**src/rtl/mips_bus_pkg.sv**
```systemverilog
// rtl/mips_bus_pkg.sv - shared state, owner and byte-lane definitions for the CPU bus arbiter
package mips_bus_pkg;

    typedef enum logic [1:0] {
        IDLE,
        BUS,
        DONE
    } arb_state_t;

    typedef enum logic {
        OWNER_FETCH,
        OWNER_DATA
    } owner_t;

    localparam logic [3:0] BE_WORD = 4'b1111;

endpackage

```
**src/rtl/mips_arb_grant.sv**
```systemverilog
// rtl/mips_arb_grant.sv - picks fetch or data; ARB_ROUND_ROBIN_EN alternates on contention,
// otherwise data has fixed priority over fetch.
module mips_arb_grant (
    input  logic if_req,
    input  logic d_req,
    input  logic last_data,
    output logic grant,
    output logic pick_data
);

    always_comb begin
        grant     = if_req | d_req;
        pick_data = d_req;
`ifdef ARB_ROUND_ROBIN_EN
        // On contention the requester that lost the previous grant goes next.
        if (if_req && d_req) begin
            pick_data = ~last_data;
        end
`endif
    end

`ifndef ARB_ROUND_ROBIN_EN
    logic unused_last_data;
    assign unused_last_data = last_data;
`endif

endmodule

```
**src/rtl/mips_bus_arbiter.sv**
```systemverilog
// rtl/mips_bus_arbiter.sv - shares one Avalon-MM master between fetch and load/store units.
// Define ARB_ROUND_ROBIN_EN for alternating grants on contention (default: data first).
module mips_bus_arbiter
    import mips_bus_pkg::*;
#(
    parameter int ADDR_W = 32,
    parameter int DATA_W = 32
) (
    input  logic                  clk,
    input  logic                  reset,
    input  logic                  if_req,
    input  logic [ADDR_W-1:0]     if_addr,
    output logic                  if_ready,
    output logic [DATA_W-1:0]     if_rdata,
    input  logic                  d_req,
    input  logic                  d_we,
    input  logic [ADDR_W-1:0]     d_addr,
    input  logic [DATA_W-1:0]     d_wdata,
    input  logic [DATA_W/8-1:0]   d_be,
    output logic                  d_ready,
    output logic [DATA_W-1:0]     d_rdata,
    output logic [ADDR_W-1:0]     address,
    output logic                  write,
    output logic                  read,
    input  logic                  waitrequest,
    output logic [DATA_W-1:0]     writedata,
    output logic [DATA_W/8-1:0]   byteenable,
    input  logic [DATA_W-1:0]     readdata,
    output logic                  busy
);

    localparam int BE_W = DATA_W / 8;

    arb_state_t state;
    owner_t     owner;
    logic       grant;
    logic       pick_data;
    logic       last_data;

    // Low address bits are always forced to a word boundary, so they are never read.
    logic [3:0] unused_addr_bits;
    assign unused_addr_bits = {if_addr[1:0], d_addr[1:0]};

    assign last_data = (owner == OWNER_DATA);

    mips_arb_grant u_grant (
        .if_req    (if_req),
        .d_req     (d_req),
        .last_data (last_data),
        .grant     (grant),
        .pick_data (pick_data)
    );

    always_ff @(posedge clk or posedge reset) begin
        if (reset) begin
            state      <= IDLE;
            owner      <= OWNER_DATA;
            read       <= 1'b0;
            write      <= 1'b0;
            if_ready   <= 1'b0;
            d_ready    <= 1'b0;
            busy       <= 1'b0;
            address    <= '0;
            writedata  <= '0;
            byteenable <= '0;
            if_rdata   <= '0;
            d_rdata    <= '0;
        end else begin
            if_ready <= 1'b0;
            d_ready  <= 1'b0;
            case (state)
                IDLE: begin
                    if (grant) begin
                        state <= BUS;
                        busy  <= 1'b1;
                        if (pick_data) begin
                            owner      <= OWNER_DATA;
                            address    <= {d_addr[ADDR_W-1:2], 2'b00};
                            byteenable <= d_be;
                            writedata  <= d_wdata;
                            write      <= d_we;
                            read       <= ~d_we;
                        end else begin
                            owner      <= OWNER_FETCH;
                            address    <= {if_addr[ADDR_W-1:2], 2'b00};
                            byteenable <= {(BE_W / 4){BE_WORD}};
                            write      <= 1'b0;
                            read       <= 1'b1;
                        end
                    end
                end
                BUS: begin
                    // Zero-latency slave: readdata is valid in the cycle waitrequest drops.
                    if (!waitrequest) begin
                        state <= DONE;
                        read  <= 1'b0;
                        write <= 1'b0;
                        if (owner == OWNER_DATA) begin
                            d_ready <= 1'b1;
                            if (read) begin
                                d_rdata <= readdata;
                            end
                        end else begin
                            if_ready <= 1'b1;
                            if (read) begin
                                if_rdata <= readdata;
                            end
                        end
                    end
                end
                DONE: begin
                    state <= IDLE;
                    busy  <= 1'b0;
                end
                default: begin
                    state <= IDLE;
                    busy  <= 1'b0;
                    read  <= 1'b0;
                    write <= 1'b0;
                end
            endcase
        end
    end

endmodule

```
**config.mk**
```make
export PLATFORM = sky130hd
export DESIGN_NAME = mips_bus_arbiter
export DESIGN_NICKNAME = d
export VERILOG_FILES = /design/src/rtl/mips_bus_pkg.sv /design/src/rtl/mips_arb_grant.sv /design/src/rtl/mips_bus_arbiter.sv
export SDC_FILE = /design/constraint.sdc
export NUM_CORES = 1
export LEC_CHECK = 0
export ABC_CLOCK_PERIOD_IN_PS = 10100
export CORE_ASPECT_RATIO = 1.75
export CORE_MARGIN = 2
export CORE_UTILIZATION = 43
export DETAILED_ROUTE_END_ITERATION = 12
export PLACE_DENSITY = 0.85
export SKIP_CTS_REPAIR_TIMING = 1
export SLEW_MARGIN = 40
export SYNTH_ARGS = -nofsm -noshare
export SYNTH_HDL_FRONTEND = slang
export SYNTH_SLANG_ARGS = --single-unit
export TNS_END_PERCENT = 100
```
**constraint.sdc**
```tcl
create_clock -name clk -period 10.1 [get_ports clk]
set_clock_uncertainty 0.15 [all_clocks]
set_input_delay 2.02 -clock clk [delete_from_list [all_inputs] [get_ports clk]]
set_output_delay 2.02 -clock clk [all_outputs]
set_load 0.1 [all_outputs]
```
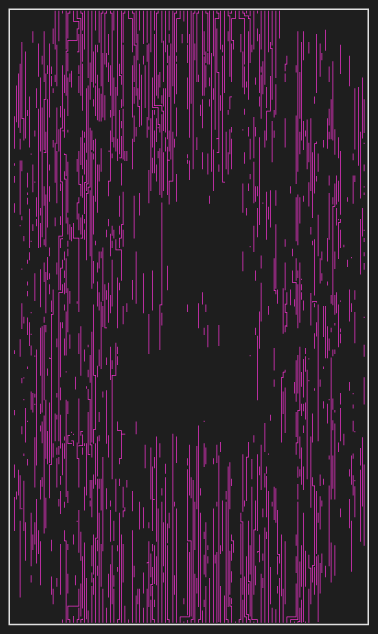
(metal 2)
(4 px per µm)
730 nets have wire on it. The layer carries 7,680 µm of wire. The wires run mostly vertical. The layer holds 55% of the routed length.

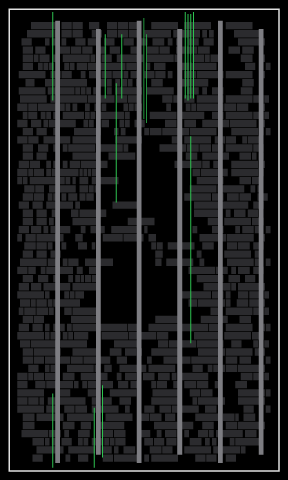
(the metal 4 layer)
(3 px per µm) Supply wires on this layer in gray. Cells faint in the background.
14 nets have wire on it. The wires run mostly vertical.
Post-Route WL: 13,900 µm
via count: 4,093

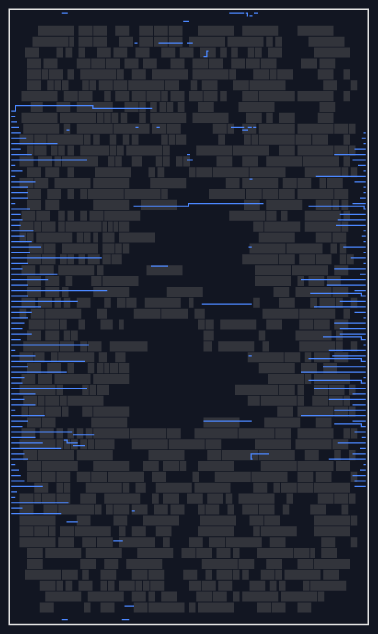
(met3 routing)
(4 px per µm) Cells faint in the background.
The longest straight run is 23.7 µm. The wires run mostly horizontal.

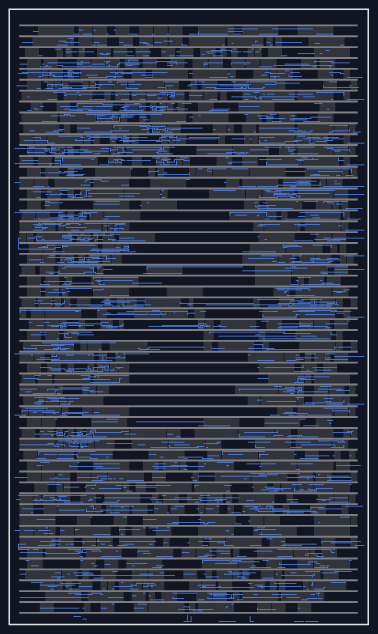
(met1 routing)
(4 px per µm) Supply wires on this layer in gray. Cells faint in the background.
The layer carries 4,870 µm of wire. 655 nets have wire on it.

==> qor.yml <==
status: "finished, final reports clean"
h-tree-depth: 4
holdCritStartpoint: "busy"
top_usage_layer: "met2"
xor_area_share_pct: 0
clk_latency_ns: 0.40
cp_num_buf_inv: 2
nFlopsAndLatches: 138
grt_max_degree: 71
yosys_area_um2: 5490
use_met2_pct: 36.5
grt_use_total_pct: 20.3
ys.flops: 138
dp_slack_ns: 5.37
worstHoldEndpoint: "busy"
seq_share_pct: 42.1
synth_top_area_share_pct: 62.5
inv_count: 5
io_pins: 275
hold_depth: 1
core_um2: 12400
layout.area.seq_um2: 3450
syn-cell-area_um2: 5490
cp.depth: 5
hpwl_um: 10500
top_regs: "d_rdata: 32 flops, if_rdata: 32 flops, writedata: 32 flops"
max_stage_delay_ns: 0.62
fmaxAchievable_mhz: 248
required_ns: 10.22
cp_slowest_cell: "and2_1"
fin_ws_ns: 6.06
flop_cell: "dfrtp_1"
layout-drive-gt1-share_pct: 42.0
synth_adder_area_share_pct: 0
fin_cells: 828
worst_slew_pin_slew_ns: 0.616
dp_cells: 797
die_h_um: 153
topCellsByArea: "dfrtp_1 62%, mux2_2 20%, a21oi_1 5.5%"
vias_per_cell: 4.94
synthCells: 380
r2r-end: "address[12]"
clkSinkCount: 138
top_cells_by_count: "137 x dfrtp_1, 96 x mux2_2, 60 x a21oi_1"
